Run 1, clock network drawn from the DEF:
Bar = 20 µm.
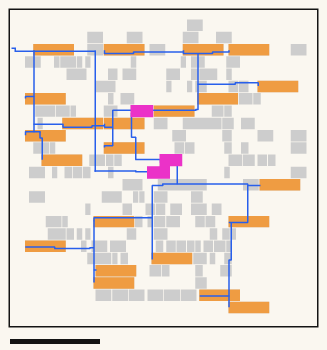
Run 1, clock routing:
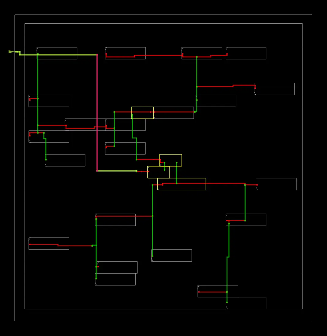
Run 1, cells by drive strength:
Bar = 20 µm.
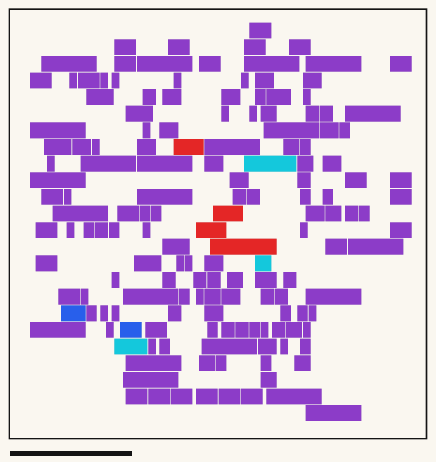
==> config.mk <==
export PLATFORM = sky130hd
export DESIGN_NAME = vga_timing_gen_flat
export DESIGN_NICKNAME = d
export VERILOG_FILES = /design/src/rtl/vga_timing_pkg.sv /design/src/rtl/vga_timing_gen_if.sv /design/src/rtl/vga_timing_gen_clk_en_div.sv /design/src/rtl/vga_timing_gen.sv /design/src/flat_wrapper.sv
export SDC_FILE = /design/constraint.sdc
export NUM_CORES = 1
export LEC_CHECK = 0
export CAP_MARGIN = 20
export CELL_PAD_IN_SITES_DETAIL_PLACEMENT = 0
export CELL_PAD_IN_SITES_GLOBAL_PLACEMENT = 2
export CORE_AREA = 2 2 66 68
export DETAILED_ROUTE_END_ITERATION = 7
export DIE_AREA = 0 0 68 70
export GPL_ROUTABILITY_DRIVEN = 0
export PLACE_DENSITY_LB_ADDON = 0.15
export RECOVER_POWER = 50
export SYNTH_ARGS = -nofsm -noshare
export SYNTH_HDL_FRONTEND = slang
export SYNTH_SLANG_ARGS = --single-unit
==> constraint.sdc <==
create_clock -name clk -period 3.3 [get_ports clk]
set_input_delay 0.495 -clock clk [delete_from_list [all_inputs] [get_ports clk]]
set_output_delay 0.495 -clock clk [all_outputs]
set_load 0.03 [all_outputs]
==> results.txt, run 1 <==
status: complete, no violations
Area after DPL: 1590 µm²
cts-stage hold buffer count: 0
Worst Setup End Kind: output pin
Clock Tree Root: clkbuf_8
Std-Cell Rows: 24
max frequency: 338 MHz
Sw Share: 18.5%
Adders+Majority by Area: 4.79%
CTS H-Tree Depth: 1
Dominant Register Cell: dfrtp_1
Worst path max stage delay: 0.72 ns
Simple-Gate Area Share: 27.3%
dominant cell type by area after synthesis: dfrtp_1
Power Internal: 0.432 mW
final-stage net count: 165
WHS Path Cells: 1
Combinational Power Share: 1.2%
FF-to-FF path depth: 5
Yosys warning count: 0
Die ar.: 4760 µm²
## Picture notes: 'clock network drawn from the DEF'
cells driving clock nets: drawn in magenta, count 3. flip-flops: drawn in orange, count 22. clock wires: drawn in blue, length 340 µm.
Position of the flops: widely spread.
Late-Pin Clk Latency: 0.26 ns
power share of the clock group: 48.0%
Setup Skew: 0.00349 ns
Power Clock: 0.255 mW

## Picture notes: 'clock routing'
flop count: 22
total CTS buffers: 3

## Picture notes: 'cells by drive strength'
drive 1 or less: drawn in purple, cells 148. drive 3 to 4: drawn in cyan, cells 3. drive 2: drawn in blue, cells 2. drive 6 and up: drawn in red, cells 4.
nonclk buf count: 27
Design Area, Final: 1640 µm²

## run 1: final cells by class
class | instances | area [µm²] | area share (%)
inverter | 8 | 30.0 | 1.83
multi-input combinational | 96 | 657 | 40.0
clock buffer | 3 | 41.3 | 2.52
sequential | 22 | 551 | 33.5
timing repair buffer | 27 | 268 | 16.3
tap | 52 | 65.1 | 3.96
clock inverter | 1 | 30.0 | 1.83
## run 1: cells in the final DEF, fill, tap and decap left out, types with 4 or more instances in the layout
master	netlist	routed
clkdlybuf4s50_1	0	22
dfrtp_1	22	22
nand2_1	10	10
nor2_1	10	10
inv_1	8	8
o21ai_0	7	7
nand4_1	4	5
and4_1	5	5
a21oi_1	5	5
xnor2_1	5	5
nand3_1	5	5
ha_1	5	5
dlygate4sd3_1	0	4
## run 1: stage by stage
step / cells / worst slack, ns / hold slack (ns)
floorplan: 134 / 0.754 / 0.403
global placement: 205 / 0.577 / 0.414
detailed placement: 205 / 0.588 / 0.424
CTS: 209 / 0.271 / 0.438
global route: 209 / 0.0952 / 0.463
finish: 209 / 0.345 / 0.437
## run 1: critical path, delay by kind of cell (launching register included)
| kind | cells | cell delay, ns |
|---|---|---|
| AND/OR/NAND/NOR | 1 | 0.34 |
| buffers and inverters | 1 | 0.72 |
| AND-OR/OR-AND | 2 | 0.39 |
| flip-flops | 1 | 0.45 |
| adder cells (fa/ha/maj) | 1 | 0.31 |
## run 1: power by group through the flow
stage          clock, mW  combinational (mW)  sequential, mW
2_1_floorplan          0             0.00402           0.275
6_report           0.255             0.00644           0.269
5_1_grt            0.276             0.00745           0.269
4_1_cts            0.265             0.00743           0.269
3_5_place_dp           0             0.00734           0.275
3_3_place_gp           0             0.00711           0.275
## run 1: metal layers
metal	vias to the layer above	global-route usage [%]	wire length, µm
met5	-	0	0
met4	0	4.00	26
met3	2	3.06	121
met2	21	18.1	1240
met1	504	22.1	1600
li1	530	-	-
## run 1: kinds of logic after synthesis
kind of cell,Yosys count
XOR/XNOR,7
AND-OR/OR-AND,24
multiplexers,3
flip-flops,22
AND/OR/NAND/NOR,57
adder cells (fa/ha/maj),5
buffers and inverters,16
==> run 1 -> run 2 <==
--- a/config.mk
+++ b/config.mk
@@ -9,6 +9,7 @@
 export CELL_PAD_IN_SITES_DETAIL_PLACEMENT = 0
 export CELL_PAD_IN_SITES_GLOBAL_PLACEMENT = 2
 export CORE_AREA = 2 2 66 68
+export CTS_CLUSTER_SIZE = 25
 export DETAILED_ROUTE_END_ITERATION = 7
 export DIE_AREA = 0 0 68 70
 export GPL_ROUTABILITY_DRIVEN = 0
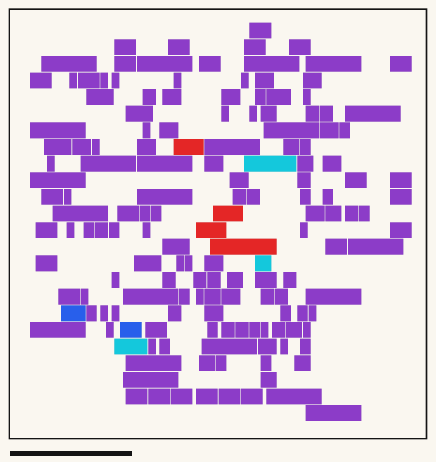
Run 2: cells by drive strength
Bar = 20 µm.
drive 6 and up: drawn in red, cells 4. drive 1 or less: drawn in purple, cells 148. drive 2: drawn in blue, cells 2. drive 3 to 4: drawn in cyan, cells 3.
area grow syn2layout: 25.8%
final worst slack: 0.345 ns

==> run 2 against run 1 <==
  * Final cell count unchanged
  * Final area stayed put
  * Non-clock buffer count did not move
  * Wire length unchanged
  * Setup slack unchanged
==> results.txt, run 2 <==
Worst path max stage delay: 0.72 ns (about the same)
unrepaired setup endpoints after global routing: no
Worst-Margin Slew: 0.906 ns
CP max-delay cell: clkdlybuf4s50_1
CP Class: flip-flop to output pin
most frequent cells in the layout: clkdlybuf4s50_1 (22), dfrtp_1 (22), nand2_1 (10), nor2_1 (10), inv_1 (8)
Clock Tree Root: clkbuf_8
Yosys top cell by instances: dfrtp_1
FF-to-FF path depth: 5 (unchanged)
Yosys warning count: 0 (unchanged)
total CTS buffers: 3 (unchanged)
Dominant Register Cell: dfrtp_1
TritonCTS Sinks: 22
Std-Cell Rows: 24 (unchanged)
P_leak: 0.667 nW
dominant cell type by area after synthesis: dfrtp_1
cts-stage hold buffer count: 0 (unchanged)
hpwl dp: 2.15 mm
final-stage net count: 165 (unchanged)
WHS Path Cells: 1 (unchanged)
CTS H-Tree Depth: 1 (unchanged)
initial DRC count: 70
Seq share, synth: 42.2%
GRT Overall Usage: 13.8%
Post-synth regs: 22
syn nets: 141
setup tns final: 0 ns
max frequency: 338 MHz (unchanged)
port bufs: 26
Late-Pin Clk Latency: 0.26 ns (about the same)
Worst VDD drop: 0.160 mV
first-pass GRT wire length: 5.03 mm
clk buf depth: 2
CTS tree: built
Min-Delay Path Class: flip-flop to flip-flop
cycle use final: 89.5%
Setup Skew: 0.00349 ns (unchanged)
Log Warnings: 29
Pwr per Cell Area: 323 nW/µm²
Worst Setup End Kind: output pin
biggest area cells: dfrtp_1 (42%), ha_1 (4.8%), and4_1 (3.4%), xnor2_1 (3.4%), nand2_1 (2.9%)
max-slew violation count: 0
status: complete, no violations
Die ar.: 4760 µm² (unchanged)
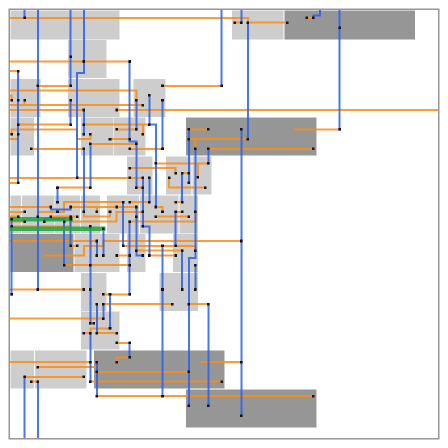
Run 2: layout detail
Region (36, 2) to (66, 32) µm. Cells in gray, sequential cells in the stronger gray; small squares are vias.
met3: drawn in green. met2: drawn in blue. met1: drawn in orange.
Sequential cells in the window: 4. 29 logic cells have their middle in the window. Most frequent: dfrtp_1 (4).

==> run 2: cell counts after synthesis <==
Identical to the previous run, type by type.
==> run 2: cell type report <==
| type | instances | area [µm²] | area share [%] |
|---|---|---|---|
| Clock buffer | 3 | 41.3 | 2.52 |
| Clock inverter | 1 | 30.0 | 1.83 |
| Inverter | 8 | 30.0 | 1.83 |
| Multi-Input combinational cell | 96 | 657 | 40.0 |
| Sequential cell | 22 | 551 | 33.5 |
| Tap cell | 52 | 65.1 | 3.96 |
| Timing Repair Buffer | 27 | 268 | 16.3 |
==> run 2: cell families (layout without fill, tap and decap cells) <==
family | after synthesis | count (layout) | synth area share (%)
and+or+nand+nor | 57 | 57 | 27.3
AOI/OAI and AO/OA | 24 | 24 | 11.9
DFF | 22 | 22 | 42.2
buffers and inverters | 16 | 39 | 6.33
xor gates and xnor gates | 7 | 7 | 4.70
adders and majority gates | 5 | 5 | 4.79
muxes | 3 | 3 | 2.78
==> run 2: stage by stage <==
step	std cells	utilization [%]	hold slack (ns)	setup WS (ns)	cell area [µm²]
finish	209	39.6	0.437	0.345	1640
global route	209	39.6	0.463	0.0952	1640
CTS	209	40.0	0.438	0.271	1660
detailed placement	205	38.3	0.424	0.588	1590
global placement	205	38.3	0.414	0.577	1590
floorplan	134	-	0.403	0.754	1310
==> run 2: power breakdown <==
| part | leakage (nW) | internal (mW) | switching [mW] | total (mW) |
|---|---|---|---|---|
| combinational | 0.338 | 0.000854 | 0.00558 | 0.00644 |
| clock | 0.0357 | 0.162 | 0.0928 | 0.255 |
| sequential | 0.293 | 0.269 | 0 | 0.269 |
| total | 0.667 | 0.432 | 0.0984 | 0.530 |
==> run 2: routing by layer <==
layer	part of all wire (%)	global-route usage [%]	vias up
met1	54	22.1	504
li1	-	-	530
met2	41	18.1	21
met5	0	0	-
met4	0.87	4.00	0
met3	4.0	3.06	2
==> run 2: critical path, delay by kind of cell, from the launching register on <==
| family | cells | cell delay (ns) |
|---|---|---|
| simple gates | 1 | 0.34 |
| buf+inv | 1 | 0.72 |
| fa+ha+maj | 1 | 0.31 |
| compound gates | 2 | 0.39 |
| flops | 1 | 0.45 |
Power figures rest on the tool's default switching activity, not on a simulated workload.
